`src/rtl/pwm_prescale_gen.sv`:
```
// pwm_prescale_gen: prescaled 16-tick PWM with frame-synchronous configuration updates.
module pwm_prescale_gen (
  input  logic       clk,
  input  logic       rst_n,
  input  logic [1:0] div_sel,
  input  logic [3:0] duty,
  input  logic       load,
  input  logic       enable,
  output logic       tick,
  output logic       pwm,
  output logic       period_done,
  output logic       busy
);
  logic [3:0] pre_cnt, pos, duty_act, pend_duty, lim, pos_nxt, duty_nxt;
  logic [1:0] div_act, pend_div, div_nxt;
  logic       pend, run, wrap, frame_end, apply;
  always_comb begin
    lim       = 4'((5'd2 << div_act) - 5'd1);
    run       = busy & enable;
    wrap      = run & (pre_cnt == lim);
    frame_end = wrap & (pos == 4'd15);
    // config may change while idle, at the busy falling edge, or at a frame boundary
    apply     = !run | frame_end;
    div_nxt   = !apply ? div_act : load ? div_sel : pend ? pend_div : div_act;
    duty_nxt  = !apply ? duty_act : load ? duty : pend ? pend_duty : duty_act;
    pos_nxt   = !run ? 4'd0 : wrap ? pos + 4'd1 : pos;
  end
  always_ff @(posedge clk or negedge rst_n) begin
    if (!rst_n) begin
      pre_cnt     <= '0;
      pos         <= '0;
      div_act     <= '0;
      duty_act    <= '0;
      pend_div    <= '0;
      pend_duty   <= '0;
      pend        <= 1'b0;
      tick        <= 1'b0;
      pwm         <= 1'b0;
      period_done <= 1'b0;
      busy        <= 1'b0;
    end else begin
      busy        <= enable;
      pre_cnt     <= (wrap | !run) ? 4'd0 : pre_cnt + 4'd1;
      pos         <= pos_nxt;
      tick        <= wrap;
      period_done <= frame_end;
      pwm         <= enable && (pos_nxt < duty_nxt);
      div_act     <= div_nxt;
      duty_act    <= duty_nxt;
      pend        <= !apply & (pend | load);
      if (!apply && load) begin
        pend_div  <= div_sel;
        pend_duty <= duty;
      end
    end
  end
endmodule

```
`config.mk`:
```
export PLATFORM = sky130hd
export DESIGN_NAME = pwm_prescale_gen
export DESIGN_NICKNAME = d
export VERILOG_FILES = /design/src/rtl/pwm_prescale_gen.sv
export SDC_FILE = /design/constraint.sdc
export NUM_CORES = 1
export LEC_CHECK = 0
export ABC_CLOCK_PERIOD_IN_PS = 3650
export CORE_MARGIN = 1.5
export CORE_UTILIZATION = 43
export DETAILED_ROUTE_END_ITERATION = 6
export PLACE_DENSITY = 0.68
export SYNTH_ARGS = -nofsm -noshare
export SYNTH_HDL_FRONTEND = slang
export SYNTH_SLANG_ARGS = --single-unit
export TNS_END_PERCENT = 5
```
`constraint.sdc`:
```
create_clock -name clk -period 3.65 [get_ports clk]
set_input_delay 1.095 -clock clk [delete_from_list [all_inputs] [get_ports clk]]
set_output_delay 1.095 -clock clk [all_outputs]
set_load 0.01 [all_outputs]
```
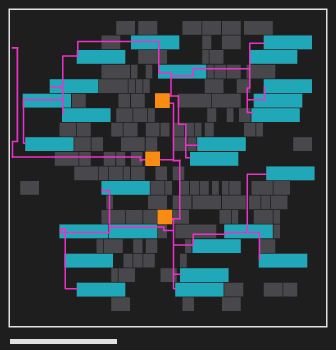
*Clock wires, drivers and flops*
The bar under the picture is 20 um long.
[orange] clock drivers | count: 3
[cyan] flip-flops | count: 25
[magenta] clock wires | length: 300 um
routed clock nets: 4

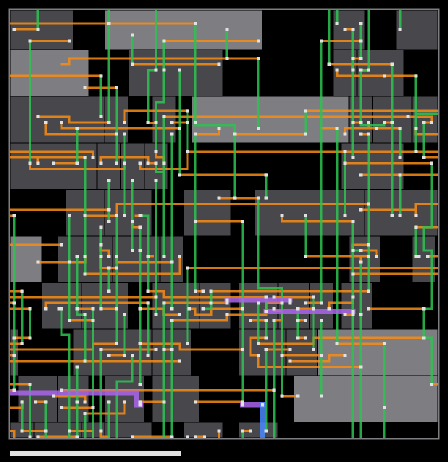
*Zoomed window*
The bar under the picture is 10 um long. Region (17, 29) to (42, 54) um. Cells in grey, sequential cells in the stronger grey; small squares are vias.
[blue] metal 4
[green] metal 2
[purple] metal 3
[orange] metal 1
cells with their middle in the window: 48
most frequent: nand2_1 (8), dfrtp_1 (5)
sequential cells in the window: 5
netlist names of flops here include: `pend_duty` (2)

==> results.sh <==
# flow metrics
export IMPL_max_slew_margin_pct=76.5
export IMPL_start_kind="primary input"
export IMPL_regToRegStartpoint="div_act[0]"
export IMPL_clk_latency_ns=0.32
export IMPL_io_buffers=13
export IMPL_die_y_um=59.1
export IMPL_finalMaxSlewViolations=0
export IMPL_syn_nets=140
export IMPL_top_power_group="registers"
export IMPL_dr_first_iter_drc_count=47
export IMPL_cts_resized=0
export IMPL_hold_path_end="duty_act[1]"
export IMPL_synthDistinctLibCells=38
export IMPL_flop_cell="dfrtp_1"
export IMPL_lay_top_count="dfrtp_1"
export IMPL_grt_use_total_pct=16.5
export IMPL_ys_seq_share_pct=46.2
export IMPL_n_antenna_cell=0
export IMPL_vdd_ir_drop_max_uv=190
export IMPL_netSwitchingPower_w=0.000152
export IMPL_status="finished, final reports clean"
export IMPL_cp_required_ns=3.91
export IMPL_synth_area_leader_cell="dfrtp_1"
export IMPL_min_from="duty_act[1]"
export IMPL_cts_root_buffer="clkbuf_4"
export IMPL_grt_max_degree=26
export IMPL_ys_warn_count=0
export IMPL_routed_wl_met2_um=1210
export IMPL_cts_buffers=3
export IMPL_p_seq_w=0.000324
export IMPL_clkPwrFrac_pct=22.1
export IMPL_drc=0
export IMPL_p_leak_nw=0.723
export IMPL_yosysCellCount=125
export IMPL_initCoreUtil_pct=44.7
export IMPL_path_max_fanout=5
export IMPL_setup_viol=0
export IMPL_cts_clk_slew_worst_paths_ns=0.14
export IMPL_rows=20
export IMPL_vias_per_cell=5.29
export IMPL_grt_pass1_wl_um=4310
export IMPL_path_class="in -> reg"
export IMPL_htree_levels=1
export IMPL_top_usage_layer="met2"
export IMPL_area_leaders="dfrtp_1 46%, mux2_4 6.7%, ha_1 4.6%, nand2_1 3.3%, a22oi_1 2.8%"
export IMPL_drive_above_1_share_pct=15.3
export IMPL_synth_cells=125
export IMPL_routedWlPerCell_um=13.4
export IMPL_lay_top_cells="25 x dfrtp_1, 13 x clkdlybuf4s50_1, 12 x nand2_1"
export IMPL_tns_ns=0
export IMPL_rsz0062_at_grt="no"
export IMPL_period_needed_ns=2.96
export IMPL_cap_viol_max_count=0
export IMPL_grt_antenna_before_repair=0
export IMPL_met3_length_um=53
export IMPL_vias=995
export IMPL_use_met2_pct=26.5
export IMPL_syn_area_per_cell_um2=10.8
export IMPL_grt_pass1_vias=941
export IMPL_max_freq_mhz=337
export IMPL_ys_flops=25
export IMPL_yosysMostFrequentCell="dfrtp_1"
export IMPL_hpwl_um=1900
export IMPL_ys_chip_area_mm2=0.00135
export IMPL_cts_tree="yes"
export IMPL_pwr_share_comb_pct=19.8
export IMPL_r2r_setup_slack_ns=1.02
export IMPL_clockBufferDepth=2
export IMPL_post_cts_buffers=0
export IMPL_power_share_sequential_pct=58.1
export IMPL_comb_power_w=0.000110
export IMPL_dr_pass1_iters=4
export IMPL_ys_async_sr_fraction_pct=100
export IMPL_p_clk_w=0.000123
export IMPL_dieArea_mm2=0.00349
export IMPL_wl_met1_um=1210
export IMPL_critical_path_arrival_ns=3.22
export IMPL_final_hold_viol_count=0
export IMPL_swShare_pct=27.4
export IMPL_p_int_w=0.000404
export IMPL_dp_cells=184
export IMPL_die_x_um=59.1
export IMPL_drt_wl_total_um=2510
export IMPL_synth_top_area_share_pct=46.2
export IMPL_fin_cells=188
export IMPL_core_area_mm2=0.00303
export IMPL_topRoutingLayerUsed="met4"
export IMPL_post_route_period_util_pct=81.2
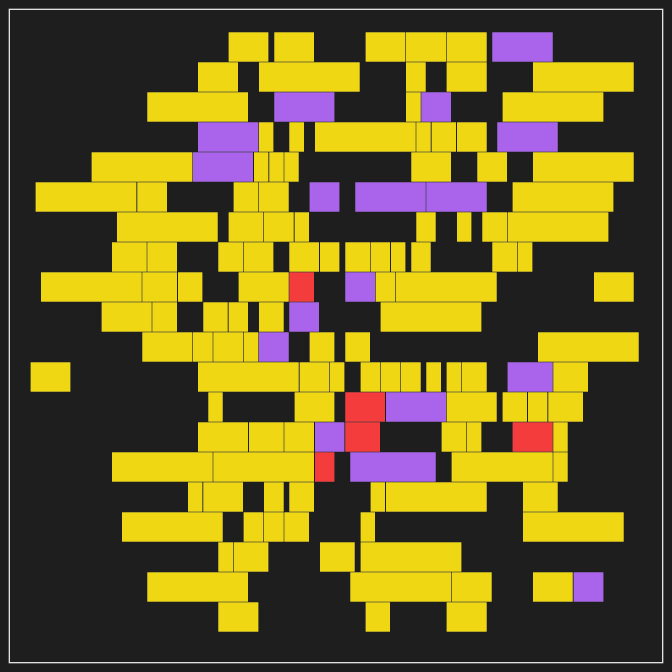
*Drive-strength map*
[red] _2 cells | cells: 5
[purple] _3 and _4 cells | cells: 17 | most used: mux2_4
[yellow] _0 and _1 cells | cells: 122 | most used: dfrtp_1

-- registers in the layout (all words and copies together) (netlist names) --
register,flops
duty_act,4
pend_duty,4
pos,4
pre_cnt,4
div_act,2
pend_div,2
busy,1
pend,1
period_done,1
pwm,1
tick,1
-- per-stage QoR --
step	power, W	util [%]	instance area, um^2	hold WS [ns]	worst slack (ns)
2_1_floorplan	0.000397	-	1350	0.474	0.927
3_3_place_gp	0.000435	51.5	1560	0.484	0.409
3_5_place_dp	0.000439	51.5	1560	0.497	0.386
4_1_cts	0.000561	52.4	1590	0.526	0.712
5_1_grt	0.000592	52.4	1590	0.554	0.494
6_report	0.000557	52.4	1590	0.520	0.685
-- layout make-up --
| class | count | area (um^2) | share of cell area (%) |
|---|---|---|---|
| Multi-Input combinational cell | 96 | 711 | 44.8 |
| Tap cell | 44 | 55.1 | 3.47 |
| Clock buffer | 3 | 22.5 | 1.42 |
| Timing Repair Buffer | 17 | 160 | 10.1 |
| Inverter | 2 | 7.51 | 0.473 |
| Clock inverter | 1 | 5.00 | 0.315 |
| Sequential cell | 25 | 626 | 39.4 |
-- logic make-up after synthesis --
kind of cell / Yosys count / share of synthesized area [%]
flip-flops: 25 / 46.2
multiplexers: 8 / 8.13
AND-OR/OR-AND: 31 / 17.5
adder cells (fa/ha/maj): 5 / 4.62
buffers and inverters: 4 / 1.29
AND/OR/NAND/NOR: 47 / 19.0
XOR/XNOR: 5 / 3.24
-- critical path, cell delays in order --
cell             delay [ns]
clkdlybuf4s50_1        0.45
nor2b_1                0.32
nand2_1                0.09
a22oi_1                0.24
a211oi_1               0.10
ha_1                   0.28
o21ai_0                0.15
nand2b_1               0.07
a21oi_1                0.21
a31oi_1                0.07
a21oi_1                0.15
No activity file was given, so power comes from the tool's default toggle rates.
